Figure 1. M3 wires.
Bar = 50 microns.
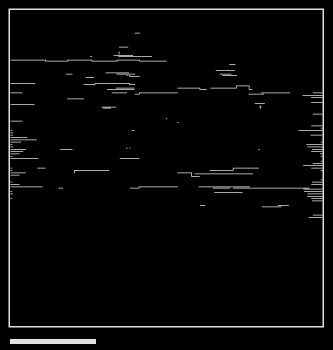
Figure 2. Metal 1.
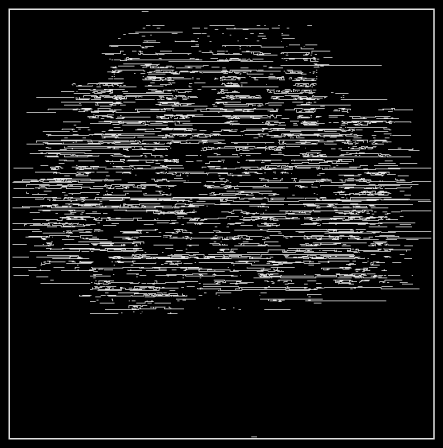
Figure 3. M4 wires.
Cells faint in the background.
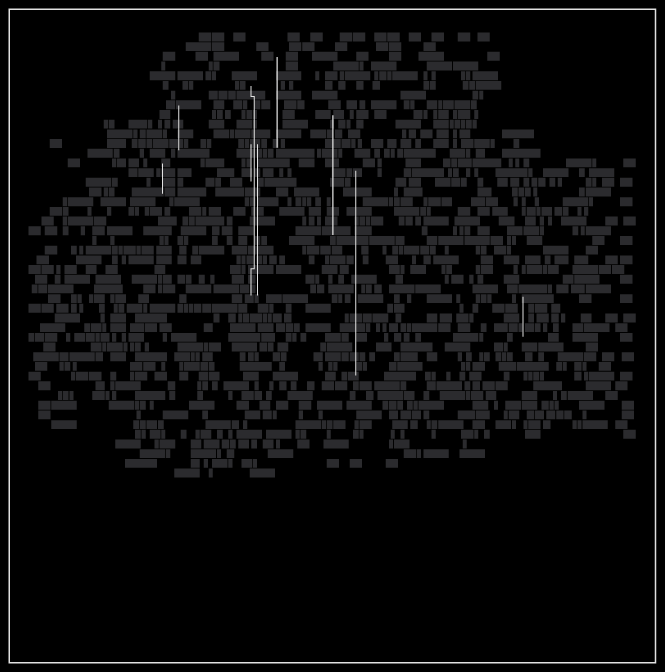
Figure 4. The metal 2 layer.
Bar = 50 microns. Cells faint in the background.
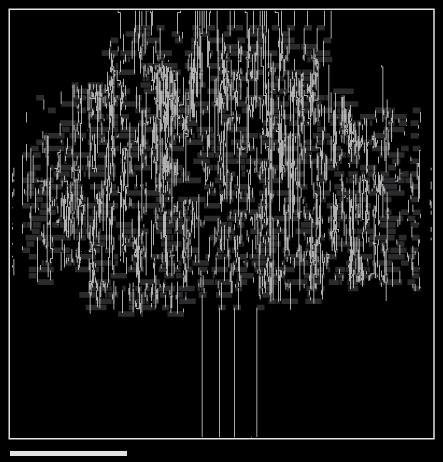
Figure 5. Congestion heat map.
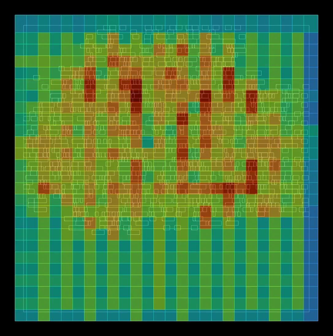
## config.mk

```make
export PLATFORM = sky130hd
export DESIGN_NAME = hex_bcd_display
export DESIGN_NICKNAME = d
export VERILOG_FILES = /design/src/rtl/hex_bcd_display.sv
export SDC_FILE = /design/constraint.sdc
export NUM_CORES = 1
export LEC_CHECK = 0
export CORE_AREA = 5 5 176 178
export DETAILED_ROUTE_END_ITERATION = 10
export DIE_AREA = 0 0 181 183
export HOLD_SLACK_MARGIN = 0.08
export SLEW_MARGIN = 25
export SYNTH_ARGS = -nofsm -noshare
export SYNTH_HDL_FRONTEND = slang
export SYNTH_SLANG_ARGS = --single-unit
```

## constraint.sdc

```tcl
create_clock -name clk -period 9.2 [get_ports clk]
set_input_delay 1.38 -clock clk [delete_from_list [all_inputs] [get_ports clk]]
set_output_delay 1.38 -clock clk [all_outputs]
set_load 0.01 [all_outputs]
```

## src/rtl/hex_bcd_display.sv

```systemverilog
`default_nettype none
// hex_bcd_display -- renders a CPU-written word on eight active-low 7-segment digits,
// as hex nibbles or as decimal via a bit-serial double-dabble converter.  Rev 1.0
module hex_bcd_display #(
  parameter int DATA_W   = 32,
  parameter bit BLANK_LZ = 1'b1
) (
  input  logic              clk,
  input  logic              rst,
  input  logic              wr_en,
  input  logic [DATA_W-1:0] wr_data,
  input  logic              dec_mode,
  output logic              busy,
  output logic              overflow,
  output logic [6:0]        HEX0,
  output logic [6:0]        HEX1,
  output logic [6:0]        HEX2,
  output logic [6:0]        HEX3,
  output logic [6:0]        HEX4,
  output logic [6:0]        HEX5,
  output logic [6:0]        HEX6,
  output logic [6:0]        HEX7
);

  localparam int BCD_N = (DATA_W * 121 + 399) / 400;
  localparam int DIG_N = (BCD_N > 8) ? BCD_N : 8;
  localparam int DIG_W = 4 * DIG_N;
  localparam int PAD_W = (DATA_W > 32) ? DATA_W : 32;
  localparam int CNT_W = $clog2(DATA_W + 1);
  localparam logic [6:0] SEG_BLANK = 7'h7F;
  localparam logic [6:0] SEG_ZERO  = 7'b1000000;
  localparam logic [7:0][6:0] HEX_RST = {{7{BLANK_LZ ? SEG_BLANK : SEG_ZERO}}, SEG_ZERO};

  typedef enum logic [1:0] {
    IDLE  = 2'd0,
    SHIFT = 2'd1,
    LATCH = 2'd2
  } state_t;

  state_t             state_q, state_d;
  logic [DATA_W-1:0]  bin_q, bin_d;
  logic [4*BCD_N-1:0] bcd_q, bcd_d;
  logic [CNT_W-1:0]   cnt_q, cnt_d;
  logic               dec_q, dec_d;
  logic               busy_q, busy_d;
  logic               ovf_q, ovf_d;
  logic [7:0][6:0]    hex_q, hex_d;

  logic [4*BCD_N-1:0] bcd_adj;
  logic [PAD_W-1:0]   bin_pad;
  logic [DIG_W-1:0]   digits;
  logic [7:0][6:0]    img;
  logic               img_ovf;
  logic               seen_nz;

  function automatic logic [6:0] seg7(input logic [3:0] v);
    logic [6:0] s;
    case (v)
      4'h0: s = 7'b1000000;
      4'h1: s = 7'b1111001;
      4'h2: s = 7'b0100100;
      4'h3: s = 7'b0110000;
      4'h4: s = 7'b0011001;
      4'h5: s = 7'b0010010;
      4'h6: s = 7'b0000010;
      4'h7: s = 7'b1111000;
      4'h8: s = 7'b0000000;
      4'h9: s = 7'b0010000;
      4'hA: s = 7'b0001000;
      4'hB: s = 7'b0000011;
      4'hC: s = 7'b1000110;
      4'hD: s = 7'b0100001;
      4'hE: s = 7'b0000110;
      default: s = 7'b0001110;
    endcase
    return s;
  endfunction

  // Double-dabble correction applied before each shift.
  always_comb begin
    bcd_adj = bcd_q;
    for (int i = 0; i < BCD_N; i++) begin
      if (bcd_q[4*i +: 4] >= 4'd5) begin
        bcd_adj[4*i +: 4] = bcd_q[4*i +: 4] + 4'd3;
      end
    end
  end

  assign bin_pad = PAD_W'(bin_q);

  // Digits above the eight shown still count as "higher" for blanking and flag overflow.
  always_comb begin
    digits  = dec_q ? DIG_W'(bcd_q) : DIG_W'(bin_pad[31:0]);
    img     = '0;
    img_ovf = 1'b0;
    seen_nz = 1'b0;
    for (int i = DIG_N - 1; i >= 8; i--) begin
      if (digits[4*i +: 4] != 4'd0) begin
        seen_nz = 1'b1;
        img_ovf = 1'b1;
      end
    end
    for (int i = 7; i >= 0; i--) begin
      seen_nz = seen_nz | (digits[4*i +: 4] != 4'd0);
      if (BLANK_LZ && (i != 0) && !seen_nz) begin
        img[i] = SEG_BLANK;
      end else begin
        img[i] = seg7(digits[4*i +: 4]);
      end
    end
  end

  always_comb begin
    state_d = state_q;
    bin_d   = bin_q;
    bcd_d   = bcd_q;
    cnt_d   = cnt_q;
    dec_d   = dec_q;
    hex_d   = hex_q;
    ovf_d   = ovf_q;
    if (wr_en) begin
      bin_d   = wr_data;
      dec_d   = dec_mode;
      bcd_d   = '0;
      cnt_d   = CNT_W'(DATA_W);
      state_d = dec_mode ? SHIFT : LATCH;
    end else begin
      case (state_q)
        SHIFT: begin
          {bcd_d, bin_d} = {bcd_adj, bin_q} << 1;
          cnt_d          = cnt_q - CNT_W'(1);
          if (cnt_q == CNT_W'(1)) begin
            state_d = LATCH;
          end
        end
        LATCH: begin
          hex_d   = img;
          ovf_d   = img_ovf;
          state_d = IDLE;
        end
        default: ;
      endcase
    end
    busy_d = (state_d != IDLE);
  end

  always_ff @(posedge clk) begin
    if (rst) begin
      state_q <= IDLE;
      bin_q   <= '0;
      bcd_q   <= '0;
      cnt_q   <= '0;
      dec_q   <= 1'b0;
      busy_q  <= 1'b0;
      ovf_q   <= 1'b0;
      hex_q   <= HEX_RST;
    end else begin
      state_q <= state_d;
      bin_q   <= bin_d;
      bcd_q   <= bcd_d;
      cnt_q   <= cnt_d;
      dec_q   <= dec_d;
      busy_q  <= busy_d;
      ovf_q   <= ovf_d;
      hex_q   <= hex_d;
    end
  end

  assign busy     = busy_q;
  assign overflow = ovf_q;
  assign HEX0     = hex_q[0];
  assign HEX1     = hex_q[1];
  assign HEX2     = hex_q[2];
  assign HEX3     = hex_q[3];
  assign HEX4     = hex_q[4];
  assign HEX5     = hex_q[5];
  assign HEX6     = hex_q[6];
  assign HEX7     = hex_q[7];

endmodule
`default_nettype wire

```

==> results.cfg <==
; yosys + openroad results
[status]
outcome = finished, final reports clean

[yosys]
syn_avg_cell_area_sq_um = 8.46
ys_async_sr_fraction_pct = 0
ys_chip_area_sq_um = 8630
ys_warn_count = 0
synth-simple-area-share_pct = 17.4
fp_nets = 1124
edf_count = 0
syn_area_sq_um = 8630
ys_types = 68
synthTopCellsByCount = nor2_1 (148), dfxtp_1 (139), a21oi_1 (99)

[timing]
hold_violations = 0
clock-skew-final_ns = 0.0107
rsz0062_at_grt = false
fmax_mhz = 252
period_used_pct = 43.2

[floorplanning]
placementRows = 63
die_w_microns = 181
chipArea_sq_um = 33100
die_h_microns = 183

[route]
drtPass1Iterations = 5
via_per_inst = 4.94
drtIter0Drc = 511
ant_nets = 0
route.detailed.drc = 0

[clock_tree]
numCtsBuffers = 17
clkTransAtPathRegs_ns = 0.06
clk_latency_ns = 0.43
cts-root-buf = clkbuf_16
clock_sinks = 139
clockBufferDepth = 2
postCtsResizedCells = 0
cts_setup_buffers = 0

[worst_setup_path]
cp_max_fo = 42
r2r_start = dec_q$_SDFFE_PP0P_
r2r_slack_ns = 5.22
start_kind = register
crit_required_ns = 9.57
critPathKind = register to register

[global_routing]
antenna_found_initial = 0
grtUsageTotal_pct = 13.1

[hold_path]
hold_path_class = register to register
min-delay-start = HEX0[3]$_SDFFE_PP0P_
hold_end = HEX0[3]$_SDFFE_PP0P_

[power]
ir_drop_uv = 130

[layout]
syn_to_final_growth_pct = 20.4
n_fill_cell = 2980

[placed_design]
portBuffers = 93

[run]
drv_cap = 0
Back to the opening pictures, Figure 1:
- wire length on this layer: 1010 microns
- main direction: horizontal
- nets with wire on the layer: 94
- share of all routed wire: 4.6%
- longest straight run: 43.7 microns

Back to the opening pictures, Figure 2:
- wire length on this layer: 11100 microns
- share of all routed wire: 50%
- longest straight run: 57.5 microns
total number of vias: 7349
M1 GR Usage: 18.5%
final wirelength: 22000 microns

Back to the opening pictures, Figure 3:
- longest straight run: 57.1 microns
- share of all routed wire: 1.2%
- nets with wire on the layer: 7

Back to the opening pictures, Figure 4:
- main direction: vertical
- share of all routed wire: 44%
- longest straight run: 60.7 microns
met2 Resource Use GR: 20.3%

Back to the opening pictures, Figure 5:
Finished Core Util: 35.5%
grt met3 use: 3.37%
average wire per standard cell: 14.8 microns
busiest grt layer: met2

-- cells in the final DEF (no fill, tap or decap), types with 26 or more instances in the layout --
cell	n
nor2_1	148
dfxtp_1	138
a21oi_1	99
clkdlybuf4s50_1	91
nand2_1	75
mux2i_1	69
ha_1	67
inv_1	55
o21ai_0	40
nand2b_1	34
nand3_1	26
-- power by group --
part	switching [mW]	internal (mW)	leakage, nW
registers	0.0196	0.622	1.13
logic	0.129	0.102	2.43
clock network	0.272	0.405	0.277
total	0.420	1.13	3.84
-- registers in the layout, summed over array words and instances, names as in the netlist, 2 cells and up --
| signal | cells |
|---|---|
| bcd_q | 40 |
| bin_pad | 32 |
| HEX0 | 7 |
| HEX1 | 7 |
| HEX2 | 7 |
| HEX3 | 7 |
| HEX4 | 7 |
| HEX5 | 7 |
| HEX6 | 7 |
| HEX7 | 7 |
| cnt_q | 6 |
| state_q | 2 |
-- area by class of cell --
cell class,instances,area [sq um],area share [%]
clock buffers,21,450,4.34
clock inverters,11,121,1.17
inverters,55,206,1.99
well taps,390,488,4.70
flip-flops and latches,139,2790,26.8
multi-input cells,772,5370,51.7
repair buffers,99,966,9.30
-- how the worst max path moves through the flow --
stage / from / end / slack, ns
3_5_place_dp: rst / HEX4[0]$_SDFFE_PP1P_ / 5.28
6_report: dec_q$_SDFFE_PP0P_ / HEX1[2]$_SDFFE_PP1P_ / 5.22
2_1_floorplan: dec_q$_SDFFE_PP0P_ / HEX1[1]$_SDFFE_PP1P_ / 6.32
5_1_grt: dec_q$_SDFFE_PP0P_ / HEX1[4]$_SDFFE_PP1P_ / 4.94
3_3_place_gp: rst / HEX4[0]$_SDFFE_PP1P_ / 5.31
4_1_cts: dec_q$_SDFFE_PP0P_ / HEX1[2]$_SDFFE_PP1P_ / 5.21
-- logic make-up (layout without fill, tap and decap cells) --
group                    count (synthesis)  after routing
flip-flops                             139            139
adder cells (fa/ha/maj)                 68             68
XOR/XNOR                                23             23
buffers and inverters                  109            186
multiplexers                            97             97
AND-OR/OR-AND                          253            253
AND/OR/NAND/NOR                        331            331
-- per-stage QoR --
step	area [sq um]	total power [mW]	hold WS, ns	std cells	setup slack (ns)
floorplan	8630	0.811	0.445	1020	6.32
global placement	9810	0.882	0.459	1455	5.31
detailed placement	9810	0.884	0.451	1455	5.28
CTS	10400	1.56	0.463	1487	5.21
global route	10400	1.62	0.492	1487	4.94
finish	10400	1.55	0.466	1487	5.22
-- worst max-delay path: stages (launching register included) --
cell and delay, ns:
dfxtp_4 0.59, buf_4 0.63, mux2i_1 0.52, ha_1 0.32
nor4b_1 0.49, o221ai_2 0.27, nor4_2 0.50, and3_1 0.38
o22a_1 0.19
-- layer usage --
layer	up-vias	part of all wire (%)
met5	-	0
met2	159	44
li1	3726	-
met1	3443	50
met3	21	4.6
met4	0	1.2
Power and IR drop assume default switching activity.
